**config.mk**
```make
export PLATFORM = sky130hd
export DESIGN_NAME = localbus_arbiter
export DESIGN_NICKNAME = d
export VERILOG_FILES = /design/src/rtl/localbus_arbiter.sv
export SDC_FILE = /design/constraint.sdc
export NUM_CORES = 1
export LEC_CHECK = 0
export ABC_AREA = 1
export CAP_MARGIN = 20
export CORE_AREA = 2 2 118 120
export CTS_CLUSTER_SIZE = 16
export DETAILED_ROUTE_END_ITERATION = 10
export DIE_AREA = 0 0 120 122
export GPL_TIMING_DRIVEN = 0
export PLACE_DENSITY = 0.66
export RECOVER_POWER = 25
export SLEW_MARGIN = 10
export SYNTH_ARGS = -nofsm -noshare
export SYNTH_HDL_FRONTEND = slang
export SYNTH_SLANG_ARGS = --single-unit
```
**constraint.sdc**
```tcl
create_clock -name clk -period 2.5 [get_ports clk]
set_clock_uncertainty 0.05 [all_clocks]
set_input_delay 0.375 -clock clk [delete_from_list [all_inputs] [get_ports clk]]
set_output_delay 0.375 -clock clk [all_outputs]
set_load 0.02 [all_outputs]
```
**src/rtl/localbus_arbiter.sv**
```systemverilog
// Two-master round-robin arbiter for the LocalBus slave side with bounded bursts
// and read-return steering through an RD_LAT-deep tag pipeline.
module localbus_arbiter #(
    parameter int XLEN      = 32,
    parameter int RD_LAT    = 1,
    parameter int MAX_BURST = 8
) (
    input  logic            clk,
    input  logic            rst,
    input  logic            m0_req,
    input  logic [XLEN-1:0] m0_addr,
    input  logic [XLEN-1:0] m0_wdata,
    input  logic [2:0]      m0_we,
    output logic            m0_gnt,
    output logic            m0_rvalid,
    output logic [XLEN-1:0] m0_rdata,
    input  logic            m1_req,
    input  logic [XLEN-1:0] m1_addr,
    input  logic [XLEN-1:0] m1_wdata,
    input  logic [2:0]      m1_we,
    output logic            m1_gnt,
    output logic            m1_rvalid,
    output logic [XLEN-1:0] m1_rdata,
    output logic [XLEN-1:0] bus_addr,
    output logic [XLEN-1:0] bus_qin,
    output logic [2:0]      bus_we,
    input  logic [XLEN-1:0] bus_qout
);

    typedef enum logic [1:0] {
        IDLE = 2'd0,
        OWN0 = 2'd1,
        OWN1 = 2'd2
    } state_t;

    localparam logic [7:0] COUNT_MAX = 8'(MAX_BURST - 1);

    state_t            state;
    state_t            state_next;
    logic              last;
    logic [7:0]        count;
    logic [7:0]        count_next;
    logic              xfer;
    logic              owner;
    logic [2:0]        owner_we;
    logic [RD_LAT-1:0] tag_valid;
    logic [RD_LAT-1:0] tag_id;
    logic              ret_valid;
    logic              ret_id;

    always_ff @(posedge clk or posedge rst) begin
        if (rst) begin
            state <= IDLE;
            last  <= 1'b1;
            count <= '0;
        end else begin
            state <= state_next;
            count <= count_next;
            if (state_next == OWN0 && state != OWN0) begin
                last <= 1'b0;
            end else if (state_next == OWN1 && state != OWN1) begin
                last <= 1'b1;
            end
        end
    end

    always_comb begin
        state_next = state;
        m0_gnt     = 1'b0;
        m1_gnt     = 1'b0;
        case (state)
            IDLE: begin
                if (m0_req && m1_req) begin
                    state_next = last ? OWN0 : OWN1;
                end else if (m0_req) begin
                    state_next = OWN0;
                end else if (m1_req) begin
                    state_next = OWN1;
                end
            end
            OWN0: begin
                m0_gnt = m0_req;
                if (!m0_req) begin
                    state_next = m1_req ? OWN1 : IDLE;
                end else if (m1_req && count == COUNT_MAX) begin
                    state_next = OWN1;
                end
            end
            OWN1: begin
                m1_gnt = m1_req;
                if (!m1_req) begin
                    state_next = m0_req ? OWN0 : IDLE;
                end else if (m0_req && count == COUNT_MAX) begin
                    state_next = OWN0;
                end
            end
            default: state_next = IDLE;
        endcase
    end

    // The count saturates so a lone owner never wraps into a spurious handoff.
    always_comb begin
        count_next = count;
        if (state_next != state) begin
            count_next = '0;
        end else if (xfer && count != COUNT_MAX) begin
            count_next = count + 8'd1;
        end
    end

    always_comb begin
        xfer     = m0_gnt | m1_gnt;
        owner    = (state == OWN1);
        owner_we = owner ? m1_we : m0_we;
        bus_we   = xfer ? owner_we : 3'b000;
        bus_addr = '0;
        bus_qin  = '0;
        if (state == OWN0) begin
            bus_addr = m0_addr;
            bus_qin  = m0_wdata;
        end else if (state == OWN1) begin
            bus_addr = m1_addr;
            bus_qin  = m1_wdata;
        end
    end

    // Tags travel alongside the slave's read latency so returns survive handoffs.
    always_ff @(posedge clk or posedge rst) begin
        if (rst) begin
            tag_valid <= '0;
            tag_id    <= '0;
        end else begin
            for (int i = RD_LAT - 1; i > 0; i--) begin
                tag_valid[i] <= tag_valid[i-1];
                tag_id[i]    <= tag_id[i-1];
            end
            tag_valid[0] <= xfer && (owner_we == 3'b000);
            tag_id[0]    <= owner;
        end
    end

    always_comb begin
        ret_valid = tag_valid[RD_LAT-1];
        ret_id    = tag_id[RD_LAT-1];
        m0_rvalid = ret_valid && !ret_id;
        m1_rvalid = ret_valid && ret_id;
        m0_rdata  = m0_rvalid ? bus_qout : '0;
        m1_rdata  = m1_rvalid ? bus_qout : '0;
    end

endmodule

```
==> metrics.csv, run 1 <==
stage;metric;value;unit
final_layout;reg_top3;count x8, state x2;
synthesis;yosysSeqAreaShare;14.9;%
global_routing;grt_first_pass_wirelength;18.7;mm
hold_path;holdPathEnd;last;
global_routing;pin_count_of_the_biggest_net_entering_global_routing;14;
power;power_leakage;3.06;nW
setup_path;worst_ep_required_time;2.08;ns
final_timing;finalSetupTns;0;ns
final_layout;comb_area_share;27.9;%
drt;top_layer_used;met4;
power;comb_power_share;84.5;%
synthesis;synth-edff-count;0;
final_layout;final_layout_size_suffix_gt1_share;7.86;%
drt;drcViolationCount;0;
floorplan;die.size.y;122;um
final_layout;num-multi-input-gates;349;
synthesis;flop_cell;sky130_fd_sc_hd__dfrtp_1;
synthesis;ys_types;30;
clock_tree;worst_setup_hold_path_clk_slew;0.04;ns
final_layout;antenna_diode_count;1;
final_layout;finalCoreUtilization;41.4;%
final_timing;timing.slew.headroom;63.8;%
clock_tree;clk_path_buf_depth;2;
setup_path;path_buffers;3;
synthesis;top_cell;sky130_fd_sc_hd__nand2_1;
final_timing;worst_slack;0.113;ns
global_routing;globalRouteMet2Util;29.4;%
floorplan;floorplan.die_area;14600;um^2
final_layout;final_net_count;923;
placed_design;numPlacedInstances;927;
synthesis;async_sr_flop_fraction;100;%
floorplan;floorplanUtilization;16.3;%
synthesis;largest_cells_by_area;sky130_fd_sc_hd__nand2_1, sky130_fd_sc_hd__nand3_1, sky130_fd_sc_hd__dfrtp_1, sky130_fd_sc_hd__nor2_1, sky130_fd_sc_hd__inv_1;
hold_path;hold_class;flip-flop to flip-flop;
synthesis;xor_area_share;1.59;%
final_layout;area_growth_syn_to_layout;154;%
final_layout;layout_top_cells;sky130_fd_sc_hd__clkdlybuf4s50_1, sky130_fd_sc_hd__nand2_1, sky130_fd_sc_hd__nor2_1;
clock_tree;cts_root_buffer;sky130_fd_sc_hd__clkbuf_16;
power;power_sequential;0.299;mW
drt;drtPass1Iterations;4;
synthesis;logic_family;simple AND/OR/NAND/NOR gates;
final_timing;share_of_the_cycle_needed_by_the_critical_path_after_routing;95.5;%
hold_path;startpoint_of_the_worst_hold_path;last;
setup_path;crit-reg2reg-capture;count[0];
final_layout;area_dominant_class;non-clock buffers;
synthesis;ys_top_cells_by_count;sky130_fd_sc_hd__nand2_1, sky130_fd_sc_hd__nor2_1, sky130_fd_sc_hd__nand3_1, sky130_fd_sc_hd__inv_1, sky130_fd_sc_hd__clkbuf_1;
final_timing;max_slew.worst_pin.slew;0.543;ns
run_status;status;complete, no violations;
setup_path;worst_setup_path_end_kind;output port;
final_timing;finalHoldViolCount;0;
setup_path;path_cells;nor2_1 > inv_1 > clkbuf_1 > nor2_1 > clkdlybuf4s50_1;
final_layout;final.clkbuf_count;4;
final_layout;final.signal_inverter_count;54;
drt;met1_length;5.41;mm
global_routing;global_route.usage.met1;19.7;%
setup_path;worst_r2r_path_depth;10;
final_layout;fillers;1460;
clock_tree;numCtsBuffers;3;
setup_path;crit_path_start;ret_id;
final_layout;ff_latch_area;327;um^2
setup_path;r2r_start;count[0];
hold_path;hold_critical_path_depth;2;
drt;vias_per_cell;4.09;
synthesis;muxShareOfSynthArea;0.911;%
clock_tree;tritoncts;done;
power;comb-power;3.30;mW
floorplan;num_io_pins;305;
power;top_power_group;combinational logic;
power;p_clk_share;7.8;%
synthesis;netlist.area_leader.share;28.0;%
synthesis;synth.cell_area;2200;um^2
power;seq_power_share;7.6;%
power;totalPowerFinal;3.91;mW
synthesis;synthCells;443;
power;power_switching_share;54.4;%
clock_tree;ctsResizeCount;78;
synthesis;ys_sh_aoi;1.99;%
final_layout;largest_register_ffs;8;
synthesis;yosys.area_share.simple;65.7;%
setup_path;regToRegSetupSlack;0.75;ns
power;p_int;1.78;mW
placed_design;place_hpwl;10.9;mm
final_layout;fin_area;5580;um^2
final_layout;seqAreaFraction;5.85;%
final_layout;bufAreaShareNonClock;57.0;%
placed_design;postPlaceCellArea;5470;um^2
==> run_1/clock_nets.png <==
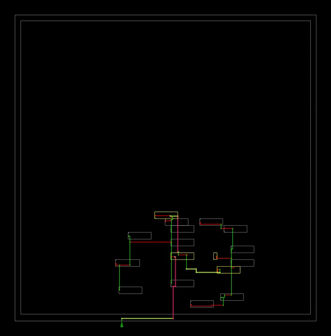
Sinks on Clock Net: 13
number of sequential cells: 13

==> run_1/port_trees.png <==
Scale: 4 px per um.
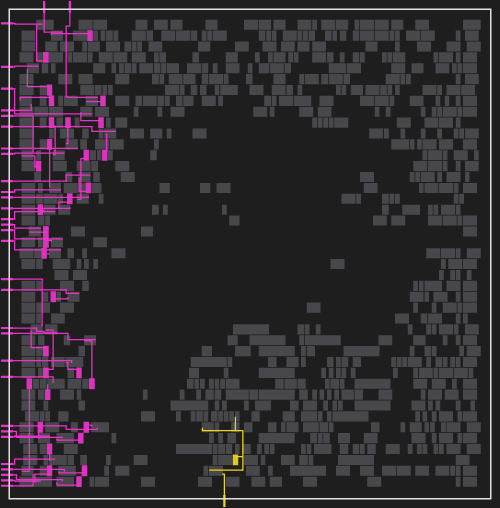
magenta -> bus_addr  # direction output, end cells 32, buffers 32, wire 692 um
yellow -> m1_gnt  # direction output, end cells 1, buffers 1, wire 40.0 um

==> run_1/layers.png <==
Scale: 3 px per um.
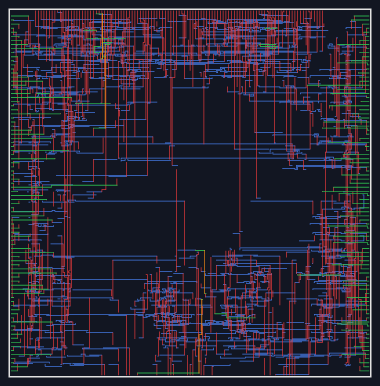
red -> M2  # wire length 6450 um
orange -> M4  # wire length 82.5 um
green -> M3  # wire length 1080 um
blue -> M1  # wire length 5410 um
global routing usage summed across all routing layers: 16.2%
total number of vias: 3810
post-detailed-route wirelength per cell: 14.0 um

==> inputs of run 2 (changes only) <==
- CELL_PAD_IN_SITES_DETAIL_PLACEMENT: default -> 0
- CELL_PAD_IN_SITES_GLOBAL_PLACEMENT: default -> 2
- CORE_AREA: 2 2 118 120 -> default
- CORE_UTILIZATION: default -> 10
- DIE_AREA: 0 0 120 122 -> default
- PLACE_DENSITY: 0.66 -> 0.95
==> run 2 against run 1 <==
Count of clock-buffer cells in the layout did not move; first-iteration DRC count fell by 48%; final area barely moved; via count rose by 0.79%; worst setup slack got worse by 0.0042 ns; synthesized cell count did not move; sequential cell count did not move; routed wire length fell by 1.1%; final cell count rose by 10%; combinational power barely moved; total power fell by 0.55%; register-to-register slack got worse by 0.50 ns; largest cell class unchanged; largest power group unchanged.
==> metrics.csv, run 2 <==
stage;metric;value;unit;change
final_layout;final_net_count;923;;unchanged
final_timing;worst_slack;0.109;ns;-0.00417 ns
synthesis;async_sr_flop_fraction;100;%;unchanged
synthesis;ys_top_cells_by_count;sky130_fd_sc_hd__nand2_1, sky130_fd_sc_hd__nor2_1, sky130_fd_sc_hd__nand3_1, sky130_fd_sc_hd__inv_1, sky130_fd_sc_hd__clkbuf_1;;
power;p_clk_share;7.8;%;about the same
synthesis;yosysSeqAreaShare;14.9;%;unchanged
drt;vias_per_cell;3.74;;-8.4%
final_layout;reg_top3;count x8, state x2;;
synthesis;netlist.area_leader.share;28.0;%;unchanged
placed_design;place_hpwl;10.9;mm;+0.50%
global_routing;grt_first_pass_wirelength;17.7;mm;-5.4%
final_layout;final.clkbuf_count;4;;unchanged
final_layout;num-multi-input-gates;349;;unchanged
clock_tree;tritoncts;done;;
power;comb-power;3.28;mW;about the same
floorplan;floorplanUtilization;10.3;%;-5.9 points
setup_path;crit_path_start;ret_id;;
clock_tree;ctsResizeCount;97;;+24%
final_timing;max_slew.worst_pin.slew;0.541;ns;-0.00208 ns
final_layout;seqAreaFraction;5.85;%;about the same
final_layout;finalCoreUtilization;26.2;%;-15 points
final_timing;timing.slew.headroom;63.9;%;+0.099 points
final_layout;antenna_diode_count;0;;-1
power;seq_power_share;7.8;%;+0.2 points
final_layout;area_dominant_class;non-clock buffers;;
global_routing;grt_util_all_layers;10.3;%;-5.9 points
final_layout;final.signal_inverter_count;54;;unchanged
power;power_sequential;0.302;mW;about the same
floorplan;die.size.y;150;um;+23%
synthesis;muxShareOfSynthArea;0.911;%;unchanged
clock_tree;worst_setup_hold_path_clk_slew;0.04;ns;about the same
setup_path;worst_ep_required_time;2.08;ns;about the same
placed_design;numPlacedInstances;1022;;+10%
hold_path;hold_class;flip-flop to flip-flop;;
hold_path;holdPathEnd;last;;
hold_path;hold_critical_path_depth;2;;unchanged
synthesis;logic_family;simple AND/OR/NAND/NOR gates;;
synthesis;ys_sh_aoi;1.99;%;unchanged
synthesis;synth-edff-count;0;;unchanged
synthesis;synthCells;443;;unchanged
power;p_int;1.70;mW;-4.9%
global_routing;globalRouteMet2Util;21.3;%;-8.1 points
synthesis;yosys.area_share.simple;65.7;%;unchanged
power;power_switching_share;56.4;%;+2.0 points
clock_tree;cts_root_buffer;sky130_fd_sc_hd__clkbuf_16;;
floorplan;num_io_pins;305;;unchanged
synthesis;top_cell;sky130_fd_sc_hd__nand2_1;;
placed_design;postPlaceCellArea;5580;um^2;+2.2%
run_status;status;complete, no violations;;
final_layout;fin_area;5580;um^2;about the same
power;top_power_group;combinational logic;;
setup_path;r2r_start;count[0];;
drt;drcViolationCount;0;;unchanged
final_layout;layout_top_cells;sky130_fd_sc_hd__clkdlybuf4s50_1, sky130_fd_sc_hd__nand2_1, sky130_fd_sc_hd__nor2_1;;
drt;post_drt_wl_per_cell;12.6;um;-10%
==> run_2/gates.png <==
Scale: 2 px per um.
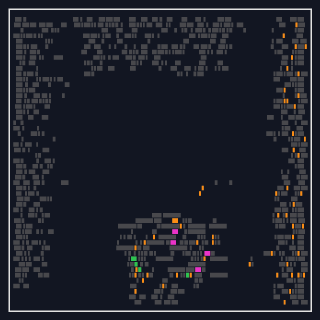
green -> aoi and oai cells  # cells 4, most used a21oi_1, where south
magenta -> xor and xnor cells  # cells 4, most used xor2_1, where south
orange -> inv cells  # cells 54, most used inv_1

==> inputs of run 3 (changes only) <==
- GPL_ROUTABILITY_DRIVEN: default -> 0
==> run 3 against run 2 <==
Via count unchanged; synthesized area unchanged; non-clock buffer count unchanged; sequential cell count unchanged; routed wire length unchanged; count of clock-buffer cells in the layout unchanged; utilization unchanged; sequential share of layout area unchanged; die size unchanged; combinational power about the same.
==> metrics.csv, run 3 <==
stage;metric;value;unit;change
global_routing;grt_first_pass_wirelength;17.7;mm;unchanged
clock_tree;cts_root_buffer;sky130_fd_sc_hd__clkbuf_16;;
placed_design;place_hpwl;10.9;mm;unchanged
drt;vias_per_cell;3.74;;unchanged
synthesis;top_cell;sky130_fd_sc_hd__nand2_1;;
power;power_switching_share;56.4;%;unchanged
run_status;status;complete, no violations;;
floorplan;die.size.y;150;um;unchanged
power;power_sequential;0.302;mW;about the same
drt;drcViolationCount;0;;unchanged
final_layout;final_net_count;923;;unchanged
setup_path;worst_ep_required_time;2.08;ns;about the same
final_layout;reg_top3;count x8, state x2;;
power;p_clk_share;7.8;%;about the same
power;comb-power;3.28;mW;about the same
final_layout;area_dominant_class;non-clock buffers;;
final_layout;antenna_diode_count;0;;unchanged
synthesis;synth-edff-count;0;;unchanged
floorplan;floorplanUtilization;10.3;%;unchanged
global_routing;globalRouteMet2Util;21.3;%;unchanged
final_layout;finalCoreUtilization;26.2;%;unchanged
final_layout;final.signal_inverter_count;54;;unchanged
final_timing;worst_slack;0.109;ns;unchanged
synthesis;async_sr_flop_fraction;100;%;unchanged
setup_path;crit_path_start;ret_id;;
final_timing;max_slew.worst_pin.slew;0.541;ns;unchanged
synthesis;yosysSeqAreaShare;14.9;%;unchanged
hold_path;holdPathEnd;last;;
power;top_power_group;combinational logic;;
hold_path;hold_class;flip-flop to flip-flop;;
final_layout;seqAreaFraction;5.85;%;unchanged
clock_tree;worst_setup_hold_path_clk_slew;0.04;ns;about the same
synthesis;muxShareOfSynthArea;0.911;%;unchanged
placed_design;numPlacedInstances;1022;;unchanged
floorplan;num_io_pins;305;;unchanged
==> run_3/gates.png <==
Scale: 2 px per um.
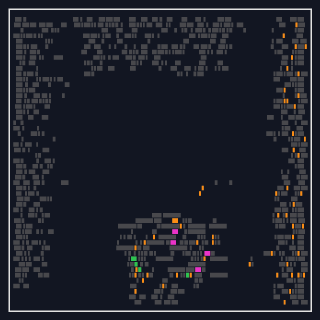
green -> aoi and oai cells  # cells 4, most used a21oi_1, where south
magenta -> xor and xnor cells  # cells 4, most used xor2_1, where south
orange -> inv cells  # cells 54, most used inv_1
leading cell type in the layout, fill and taps excluded: sky130_fd_sc_hd__clkdlybuf4s50_1
combinational share of cell area: 27.5%
final non-filler cell total: 1026

No activity file was given, so power comes from the tool's default toggle rates.
